**src/rtl/svm_linear_multi.sv**
```systemverilog
// Linear-kernel SVM classifier: one feature vector per label, LANES MACs per cycle,
// sign of (bias + w.x) per label collected into a result vector.
module svm_linear_multi #(
    parameter int NBITS      = 8,
    parameter int F_WIDTH    = 4,
    parameter int NUM_LABELS = 2,
    parameter int LANES      = 1,
    parameter int BIAS_SHIFT = 0,
    localparam int BEATS     = F_WIDTH / LANES,
    localparam int ACC_WIDTH = 2 * NBITS + $clog2(F_WIDTH + 1) + 1,
    localparam int CFG_DEPTH = NUM_LABELS * (F_WIDTH + 1),
    localparam int CFG_AW    = $clog2(CFG_DEPTH),
    localparam int LOG_L     = (NUM_LABELS > 1) ? $clog2(NUM_LABELS) : 1
) (
    input  logic                      clk,
    input  logic                      rst,
    input  logic [NBITS*F_WIDTH-1:0]  in_features,
    input  logic                      fin_valid,
    output logic                      fin_ready,
    output logic [LOG_L-1:0]          fin_label,
    input  logic                      cfg_we,
    input  logic [CFG_AW-1:0]         cfg_addr,
    input  logic [NBITS-1:0]          cfg_data,
    output logic                      cfg_ready,
    output logic [NUM_LABELS-1:0]     labels,
    output logic                      dout_valid,
    input  logic                      dout_ready
);

    localparam int BEAT_W = (BEATS > 1) ? $clog2(BEATS) : 1;

    typedef enum logic [1:0] {
        S_ACCEPT,
        S_MAC,
        S_OUT
    } state_t;

    state_t                       state_q;
    logic [LOG_L-1:0]             lbl_q;
    logic [BEAT_W-1:0]            beat_q;
    logic signed [ACC_WIDTH-1:0]  acc_q;
    logic signed [ACC_WIDTH-1:0]  acc_d;
    logic [NUM_LABELS-1:0]        labels_q;
    logic signed [NBITS-1:0]      x_q    [F_WIDTH];
    logic signed [NBITS-1:0]      coef_q [CFG_DEPTH];

    logic signed [NBITS-1:0]      w_cur  [F_WIDTH];
    logic signed [NBITS-1:0]      b_cur;
    logic signed [NBITS-1:0]      lane_w [LANES];
    logic signed [NBITS-1:0]      lane_x [LANES];
    logic signed [2*NBITS-1:0]    lane_p [LANES];
    logic signed [ACC_WIDTH-1:0]  beat_sum;
    logic signed [ACC_WIDTH-1:0]  bias_ext;
    logic                         last_beat;
    logic                         cfg_wr;

    assign fin_ready  = (state_q == S_ACCEPT);
    assign fin_label  = lbl_q;
    assign cfg_ready  = (state_q == S_ACCEPT) && (lbl_q == '0);
    assign labels     = labels_q;
    assign dout_valid = (state_q == S_OUT);
    assign cfg_wr     = cfg_we && cfg_ready;
    assign last_beat  = (beat_q == BEAT_W'(BEATS - 1));

    // Coefficient row of the current label, selected with constant indices only.
    // NOTE: every always_comb output gets a default first so no latch is inferred.
    always_comb begin
        b_cur = '0;
        for (int f = 0; f < F_WIDTH; f++) w_cur[f] = '0;
        for (int l = 0; l < NUM_LABELS; l++) begin
            if (lbl_q == LOG_L'(l)) begin
                for (int f = 0; f < F_WIDTH; f++) w_cur[f] = coef_q[l*(F_WIDTH+1) + f];
                b_cur = coef_q[l*(F_WIDTH+1) + F_WIDTH];
            end
        end
    end

    always_comb begin
        beat_sum = '0;
        for (int i = 0; i < LANES; i++) begin
            lane_w[i] = '0;
            lane_x[i] = '0;
            for (int b = 0; b < BEATS; b++) begin
                if (beat_q == BEAT_W'(b)) begin
                    lane_w[i] = w_cur[b*LANES + i];
                    lane_x[i] = x_q[b*LANES + i];
                end
            end
            lane_p[i] = lane_w[i] * lane_x[i];
            beat_sum  = beat_sum + ACC_WIDTH'(lane_p[i]);
        end
    end

    assign bias_ext = ACC_WIDTH'(b_cur) <<< BIAS_SHIFT;
    assign acc_d    = acc_q + beat_sum;

    // NOTE: sequential state uses non-blocking assignments only, so every read sees pre-edge values.
    always_ff @(posedge clk) begin
        if (rst) begin
            state_q  <= S_ACCEPT;
            lbl_q    <= '0;
            beat_q   <= '0;
            acc_q    <= '0;
            labels_q <= '0;
            // NOTE: the coefficient file is reset on purpose: an unprogrammed engine must see zeros.
            for (int i = 0; i < CFG_DEPTH; i++) coef_q[i] <= '0;
        end else begin
            // Out-of-range addresses match no entry and are dropped.
            for (int i = 0; i < CFG_DEPTH; i++) begin
                if (cfg_wr && (cfg_addr == CFG_AW'(i))) coef_q[i] <= cfg_data;
            end

            case (state_q)
                S_ACCEPT: begin
                    if (fin_valid) begin
                        for (int f = 0; f < F_WIDTH; f++) x_q[f] <= in_features[f*NBITS +: NBITS];
                        acc_q   <= bias_ext;
                        beat_q  <= '0;
                        state_q <= S_MAC;
                    end
                end
                S_MAC: begin
                    acc_q  <= acc_d;
                    beat_q <= beat_q + 1'b1;
                    if (last_beat) begin
                        for (int k = 0; k < NUM_LABELS; k++) begin
                            if (lbl_q == LOG_L'(k)) labels_q[k] <= ~acc_d[ACC_WIDTH-1];
                        end
                        if (lbl_q == LOG_L'(NUM_LABELS - 1)) begin
                            state_q <= S_OUT;
                        end else begin
                            lbl_q   <= lbl_q + 1'b1;
                            state_q <= S_ACCEPT;
                        end
                    end
                end
                S_OUT: begin
                    if (dout_ready) begin
                        lbl_q   <= '0;
                        state_q <= S_ACCEPT;
                    end
                end
                default: state_q <= S_ACCEPT;
            endcase
        end
    end

endmodule

```
**config.mk**
```make
export PLATFORM = sky130hd
export DESIGN_NAME = svm_linear_multi
export DESIGN_NICKNAME = d
export VERILOG_FILES = /design/src/rtl/svm_linear_multi.sv
export SDC_FILE = /design/constraint.sdc
export NUM_CORES = 1
export LEC_CHECK = 0
export CORE_ASPECT_RATIO = 1.1
export CORE_UTILIZATION = 50
export DETAILED_ROUTE_END_ITERATION = 16
export PLACE_DENSITY = 0.66
export SLEW_MARGIN = 20
export SYNTH_ARGS = -nofsm -noshare
export SYNTH_HDL_FRONTEND = slang
export SYNTH_SLANG_ARGS = --single-unit
export TNS_END_PERCENT = 50
```
**constraint.sdc**
```tcl
create_clock -name clk -period 9.3 [get_ports clk]
set_input_delay 1.86 -clock clk [delete_from_list [all_inputs] [get_ports clk]]
set_output_delay 1.86 -clock clk [all_outputs]
set_load 0.05 [all_outputs]
```
Run 1, met3 routing:
(3 px per um) Cells faint in the background.
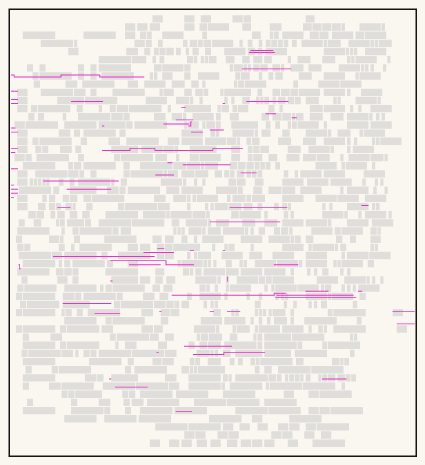
- share of all routed wire: 2.9%
- main direction: horizontal
- nets with wire on the layer: 49
- wire length on this layer: 620 um

Run 1, clock network drawn from the DEF:
(2 px per um)
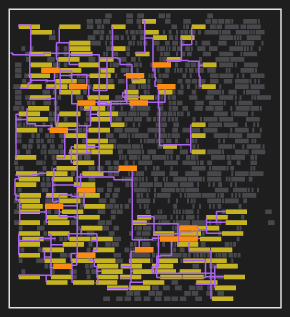
- purple: clock wires (length 1860 um)
- yellow: flip-flops (count 139)
- orange: clock-net drivers (count 17)
- routed clock nets: 18
- flops lie: spread over the die
Clk pwr share: 19.6%
clk_lat worst skew: 0.42 ns
P_clk: 0.649 mW
Worst Skew: 0.008277 ns

Run 1, met1 routing:
(2 px per um) Supply wires on this layer in gray.
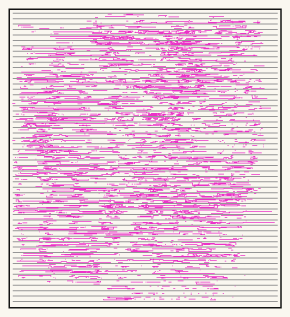
- wire length on this layer: 9160 um
- main direction: horizontal
- longest straight run: 40.9 um

==> Changelog: implementation, run 1 <==
## Implementation

- Status: finished clean
- Drc violations: 0
- Largest family of logic cells by area: adder cells
- Clk slew on worst S/H paths: 0.06 ns
- Htree depth: 4
- Die area: roughly 20000 um2
- CTS tree: done
- Initial antenna violation count: 0
- # setup viols final: 0
- Clock Sinks: ~140
- Critical path peak fanout: 24
- Worst path slowest cell: nor2b_1
- Detail Placement HPWL: ~16000 um
- Well-tap cell count: ~250
- Top cells by area: edfxtp_1 34%, fa_1 18%, ha_1 6.4%
- Max stage delay on crit path: 0.59 ns
- Non-clock inverter count: 110
- Synth flops: 139
- Setup Total Neg Slack: 0 ns
- Max-slew violations: 0
- Finished Core Util: 58.29%
- Share of cells above drive strength 1: 10.04%
- ClkCell Share: under 10%
- Post-cts resize count: 0
- XOR/XNOR Area Share: under 10%
- Final WS setup: 2.290 ns
- Non-Clock Buffer Count: 71
- Ratio of final minimum period to clock period: between 70 and 80%
- Clock buffer cells: 24
- First-pass GRT wire length: 34430 um
- Worst-margin pin slew: 0.8344 ns
- Fillers: between 1500 and 2000
- Average cell area after synthesis: roughly 11 um2
- Remaining Overflow, GRT: 0
- Synth Instances: between 800 and 900
- Drt pass-1 iters: 5
- Die Height: approximately 150 um
- Final Total Pwr: about 3.3 mW
- Placed Cells: ~1200
- Fmax: around 140 MHz
- Combinational Area: 5286 um2
- Worst Setup EP: acc_q[17]$_SDFFE_PP0P_
- Yosys stat cell total: roughly 870
- Worst Setup End Kind: flip-flop
- Power density over cell area: between 200 and 300 nW/um2
- Tot GR Track Use: around 23%
- Initial DRC Count: ~360
- Leakage: between 4 and 5 nW
- Async set-reset flop share out of synthesis: 0%
- Gp weighted congestion: roughly 0.86
- Net count entering floorplan: 1061
- CP arrival: 7.32 ns
- Top class by area: multi-input combinational cells
- Simple share: approximately 14%
- RSZ-0062 raised after global routing: false
- Logic share of the area: a little under half
- Critical Path Start: beat_q[1]$_SDFFE_PP0P_
- Pre-placement core utilization: 51.07%
- Reg-to-Reg Start: beat_q[1]$_SDFFE_PP0P_
- Cell taking the most area after synthesis: edfxtp_1
- Max transition margin: between 40% and 50%
- Worst R2R Setup Slack: between 2 and 2.5 ns
- CTS buffer count: 17
- WL per Instance: between 15 and 20 um
- Tool warning count: 31
-- run 1: critical path: cells and delay by family (launching register included) --
family	cells	cell delay, ns
adders and majority gates	7	3.26
AOI/OAI and AO/OA	8	1.81
DFF	1	0.37
buffers and inverters	6	0.58
xor gates and xnor gates	1	0.10
and+or+nand+nor	2	0.75
-- run 1: layout by cell type (no fill, tap or decap), types with 4 or more instances in the layout --
cell,netlist,final
nand3_1,5,5
nor2b_1,8,8
nand3b_1,9,9
a222oi_1,6,6
o21ai_0,20,18
nand2b_1,16,16
or3_1,4,4
xnor2_1,16,16
clkbuf_16,0,17
clkbuf_1,22,7
a21o_1,8,8
a21oi_1,42,42
o21ai_1,3,5
nor3_1,9,9
mux2i_1,12,12
a21oi_2,6,6
ha_1,50,50
dfxtp_1,27,26
a221oi_1,9,9
or2_2,10,10
clkdlybuf4s50_1,0,54
buf_4,2,17
nand2_1,27,27
o31ai_1,9,9
mux2_2,31,31
nor2_1,80,80
fa_1,88,88
and2_1,82,82
edfxtp_1,112,112
a211oi_1,15,15
inv_1,110,110
-- run 1: per-layer routing --
layer | GRT usage, % | vias to the layer above | part of all wire [%] | wire, um
li1 | - | 3089 | - | -
met1 | 29.32 | 3165 | 43 | 9154
met2 | 40.26 | 107 | 52 | 11140
met3 | 3.306 | 27 | 2.9 | 619
met4 | 7.472 | 0 | 1.8 | 388
met5 | 0 | - | 0 | 0
-- run 1: registers in the layout, indices dropped and copies added (netlist names) --
signal / count
coef_q: 80
x_q: 32
acc_q: 20
beat_q: 2
labels: 2
state_q: 2
fin_label: 1
-- run 1: power breakdown --
part           switching, mW  internal (mW)
Sequential            0.0298          0.721
Combinational           1.06          0.840
Clock                  0.255          0.394
Total                   1.35           1.95
==> run 2: changes to the inputs <==
==> constraint.sdc (replaced) <==
create_clock -name clk -period 7.25 [get_ports clk]
set_input_delay 1.45 -clock clk [delete_from_list [all_inputs] [get_ports clk]]
set_output_delay 1.45 -clock clk [all_outputs]
set_load 0.05 [all_outputs]
==> run 2 against run 1 <==
Effect of this change: synthesized area is the same; worst hold slack got worse by 0.0079 ns; setup slack got worse by 1.6 ns; sequential share of layout area fell by 0.27 points; largest power group unchanged; register-to-register slack worse by 1.6 ns; design area up 0.78%; critical path type unchanged; die area unchanged; via count shrank 0.20%; critical endpoint is now labels[0]$_SDFFE_PP0P_; sequential power is 28% higher.
==> Changelog: implementation, run 2 <==
## Implementation

- Remaining Overflow, GRT: 0
- Combinational Area: approximately 5300 um2
- Dominant logic cell types in the final layout: 112 x edfxtp_1, 110 x inv_1, 88 x fa_1, 82 x and2_1, 80 x nor2_1
- Biggest register: coef_q
- Yosys stat cell total: roughly 870
- Worst-margin pin slew: 1.040 ns
- Ratio of final minimum period to clock period: 90.75%
- Clk slew on worst S/H paths: roughly 0.060 ns
- Setup Total Neg Slack: 0 ns
- Power density over cell area: 378.3 nW/um2
- # setup viols final: 0
- Detail Placement HPWL: approximately 16000 um
- Critical path peak fanout: 12
- Post-cts resize count: 0
- Htree depth: 4
- Top class by area: multi-input combinational cells
- Stages on the worst setup path: 22
- Initial antenna violation count: 0
- Synth Instances: 874
- Max transition margin: 29.93%
- Non-clock inverter count: around 110
- CP arrival: a little under 7 ns
- CTS tree: done
- Max FFs per register: 80
- Reg-to-Reg Start: beat_q[0]$_SDFFE_PP0P_
- Max-slew violations: 0
- Cell taking the most area after synthesis: edfxtp_1
- Largest regs: coef_q x80, x_q x32, acc_q x20
- Die area: around 20000 um2
- WL per Instance: ~18 um
- Tot GR Track Use: 23.21%
- Final WS setup: about 0.67 ns
- Well-tap cell count: 247
- Non-Clock Buffer Count: about 80
- First-pass GRT wire length: 34760 um
- Status: finished clean
- Synth flops: approximately 140
- Placed Cells: between 1000 and 1500
- Fmax: roughly 150 MHz
- CTS buffer count: 17
- Worst Setup End Kind: flip-flop
- Clk_lat worst skew: around 0.43 ns
- Commonest Layout Cell: edfxtp_1
- Pre-placement core utilization: between 50 and 60%
- Initial DRC Count: between 300 and 400
- Worst path top cell family by delay: adder cells
- Worst path slowest cell: fa_1
- Max stage delay on crit path: roughly 0.56 ns
- Share of cells above drive strength 1: between 10% and 20%
- Net count entering floorplan: ~1100
- Worst R2R Setup Slack: 0.67 ns
- Logic share of the area: 47.14%
==> run 2: kinds of logic (layout without fill, tap and decap cells) <==
| group | count (synthesis) | after routing | synth area share (%) |
|---|---|---|---|
| flip-flops | 139 | 139 | 40.03 |
| buffers and inverters | 141 | 220 | 5.773 |
| AND/OR/NAND/NOR | 258 | 258 | 13.98 |
| multiplexers | 43 | 43 | 4.811 |
| AND-OR/OR-AND | 136 | 136 | 9.224 |
| XOR/XNOR | 19 | 19 | 1.706 |
| adder cells (fa/ha/maj) | 138 | 138 | 24.48 |
==> run 2: worst max-delay path by stage <==
stage                                   endpoint  slack, ns
after floorplan           acc_q[15]$_SDFFE_PP0P_       0.39
after global placement    labels[0]$_SDFFE_PP0P_       0.75
after detailed placement  labels[0]$_SDFFE_PP0P_       0.64
after CTS                 labels[0]$_SDFFE_PP0P_       0.64
after global routing      acc_q[17]$_SDFFE_PP0P_       0.12
final                     labels[0]$_SDFFE_PP0P_       0.67
==> run 2: report_power, final <==
part	internal [mW]	total (mW)	switching (mW)
registers	0.925	0.962	0.0372
logic	1.08	2.43	1.35
clock network	0.509	0.854	0.345
==> run 2: layer usage <==
layer  vias to the layer above  global-route usage, %  share of wire (%)
met5                         -                      0                  0
met2                       112                  41.49                 53
met1                      3152                  27.91                 43
met3                        19                  4.363                3.1
li1                       3092                      -                  -
met4                         0                  7.697                1.4
==> run 2: worst register-to-register path, delay by kind of cell, from the launching register on <==
family	cells	cell delay, ns
buf+inv	4	0.54
compound gates	8	1.84
fa+ha+maj	7	3.13
simple gates	2	0.25
xor+xnor	1	0.28
flops	1	0.41
Run 2, clock network drawn from the DEF:
(2 px per um)
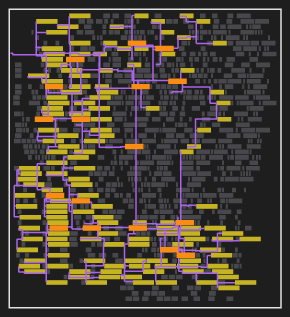
- purple: clock wires (length 1760 um)
- orange: clock-net drivers (count 17)
- yellow: flip-flops (count 139)
- routed clock nets: 18

Run 2, met1 routing:
(2 px per um) Supply wires on this layer in gray.
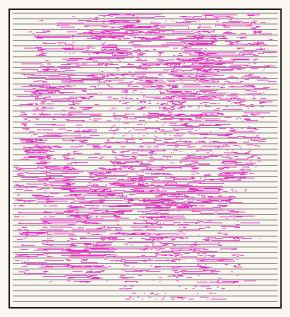
- longest straight run: 32.2 um
- share of all routed wire: 43%
- main direction: horizontal
- nets with wire on the layer: 1071

==> run 3: changes to the inputs <==
--- a/config.mk
+++ b/config.mk
@@ -7,6 +7,7 @@
 export LEC_CHECK = 0
 export CORE_ASPECT_RATIO = 1.1
 export CORE_UTILIZATION = 50
+export CTS_CLUSTER_SIZE = 20
 export DETAILED_ROUTE_END_ITERATION = 16
 export PLACE_DENSITY = 0.66
 export SLEW_MARGIN = 20
==> run 3 against run 2 <==
Effect of this change: synthesized area unchanged; clock power about the same; sequential share of layout area unchanged; clock skew unchanged; critical path depth unchanged; count of clock-buffer cells in the layout unchanged; largest cell class unchanged; largest power group unchanged; highest routed layer unchanged.
==> Changelog: implementation, run 3 <==
## Implementation

- Placed Cells: between 1000 and 1500
- WL per Instance: 17.56 um
- Tot GR Track Use: between 20 and 25%
- # setup viols final: 0
- XOR/XNOR Area Share: under 10%
- DRT met1 WL: about 9000 um
- CP arrival: 6.88 ns
- Leakage: around 4.7 nW
- Gp weighted congestion: 0.8888
- DR WL met3: 656 um
- Simple share: approximately 14%
- Max-slew violations: 0
- Yosys stat cell total: approximately 870
- Die area: approximately 20000 um2
- Adder Area Share: 24.48%
- Cell taking the most area after synthesis: edfxtp_1
- Largest regs: coef_q x80, x_q x32, acc_q x20
- Routing usage on met2: 41.49%
- Post-synthesis compound-gate area fraction: about 9%
- Power density over cell area: between 300 and 400 nW/um2
- Max FFs per register: ~80
- Net count entering floorplan: ~1100
- GRT busiest layer: met2
- Initial DRC Count: between 300 and 400
- Buffer and inverter count on the worst path: 4
- Critical path peak fanout: 12
- Top cells by area: edfxtp_1 34%, fa_1 18%, ha_1 6.4%
- Status: finished clean
- Die Height: between 100 and 150 um
- Biggest register: coef_q
- Clk slew on worst S/H paths: 0.06 ns
- Post-synth mux share: 4.811%
- Met3 usage in global routing: under 10%
- Max stage delay on crit path: ~0.56 ns
- Async set-reset flop share out of synthesis: 0%
- Share of cells above drive strength 1: between 10% and 20%
- Commonest Layout Cell: edfxtp_1
- DR top layer: met4
- Detail Placement HPWL: approximately 16000 um
- Worst path top cell family by delay: adder cells
- RSZ-0062 raised after global routing: false
- Drt pass-1 iters: 5
-- run 3: cell counts after synthesis --
Identical to the previous run, type by type.
-- run 3: cell families (layout without fill, tap and decap cells) --
logic type,Yosys count,after routing
and+or+nand+nor,258,258
buffers and inverters,141,220
DFF,139,139
adders and majority gates,138,138
AOI/OAI and AO/OA,136,136
muxes,43,43
xor gates and xnor gates,19,19
-- run 3: area by class of cell --
cell class	instances	area (um2)
Inverter	110	412.9
Clock inverter	12	141.4
Sequential cell	139	3905
Tap cell	247	309.0
Fill cell	1602	7880
Timing Repair Buffer	79	728.2
Clock buffer	19	432.9
Multi-Input combinational cell	594	5289
-- run 3: power by group --
part | internal, mW | leakage, nW | switching [mW] | total (mW)
Combinational | 1.08 | 3.10 | 1.35 | 2.43
Sequential | 0.925 | 1.35 | 0.0372 | 0.962
Clock | 0.509 | 0.268 | 0.345 | 0.854
-- run 3: per-stage QoR --
stage | area, um2 | hold WS [ns] | setup slack [ns] | utilization, %
after CTS | 11220 | 0.4758 | 0.6402 | 58.74
after floorplan | 9753 | 0.4570 | 0.3907 | -
final | 11220 | 0.4736 | 0.6708 | 58.74
after detailed placement | 10640 | 0.4645 | 0.6403 | 55.73
after global routing | 11220 | 0.4921 | 0.1155 | 58.74
after global placement | 10640 | 0.4637 | 0.7472 | 55.73
-- run 3: path summary, 6_finish.rpt --
check	from	endpoint	slack (ns)	depth (start not counted)
worst max-delay path	beat_q[0]$_SDFFE_PP0P_	labels[0]$_SDFFE_PP0P_	0.67	22
worst min-delay path	labels[1]$_SDFFE_PP0P_	labels[1]$_SDFFE_PP0P_	0.47	2
worst max register to register	beat_q[0]$_SDFFE_PP0P_	labels[0]$_SDFFE_PP0P_	0.67	22
worst min register to register	labels[1]$_SDFFE_PP0P_	labels[1]$_SDFFE_PP0P_	0.47	2
Run 3, local utilization:
(2 px per um) 14 x 15 tiles, from white (low) to dark blue (high), 0 to 100% covered.
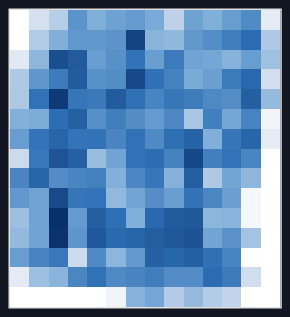
- emptiest ninth of the die: south-east
- tiles over 75% full: 18%
- mean over tiles: 54%
- nearly empty tiles: 8.1%
- fullest tile: 100%
Finished Core Util: 58.74%
pre-placement core utilization: 51.07%
core area: 19100 um2

Run 3, clock wiring as the flow saved it:
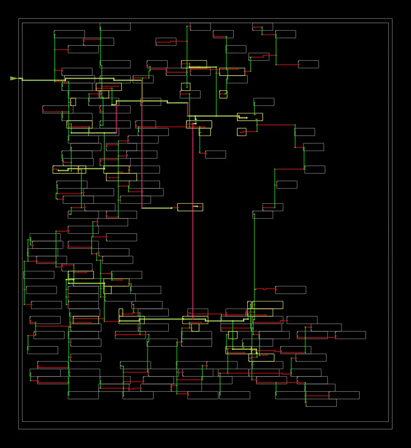
clk_lat worst skew: 0.43 ns
P_clk: 0.854 mW
Clock Sinks: 139
CTS buffer count: 17
Clock buffer cells: 19

Power and IR drop assume default switching activity.
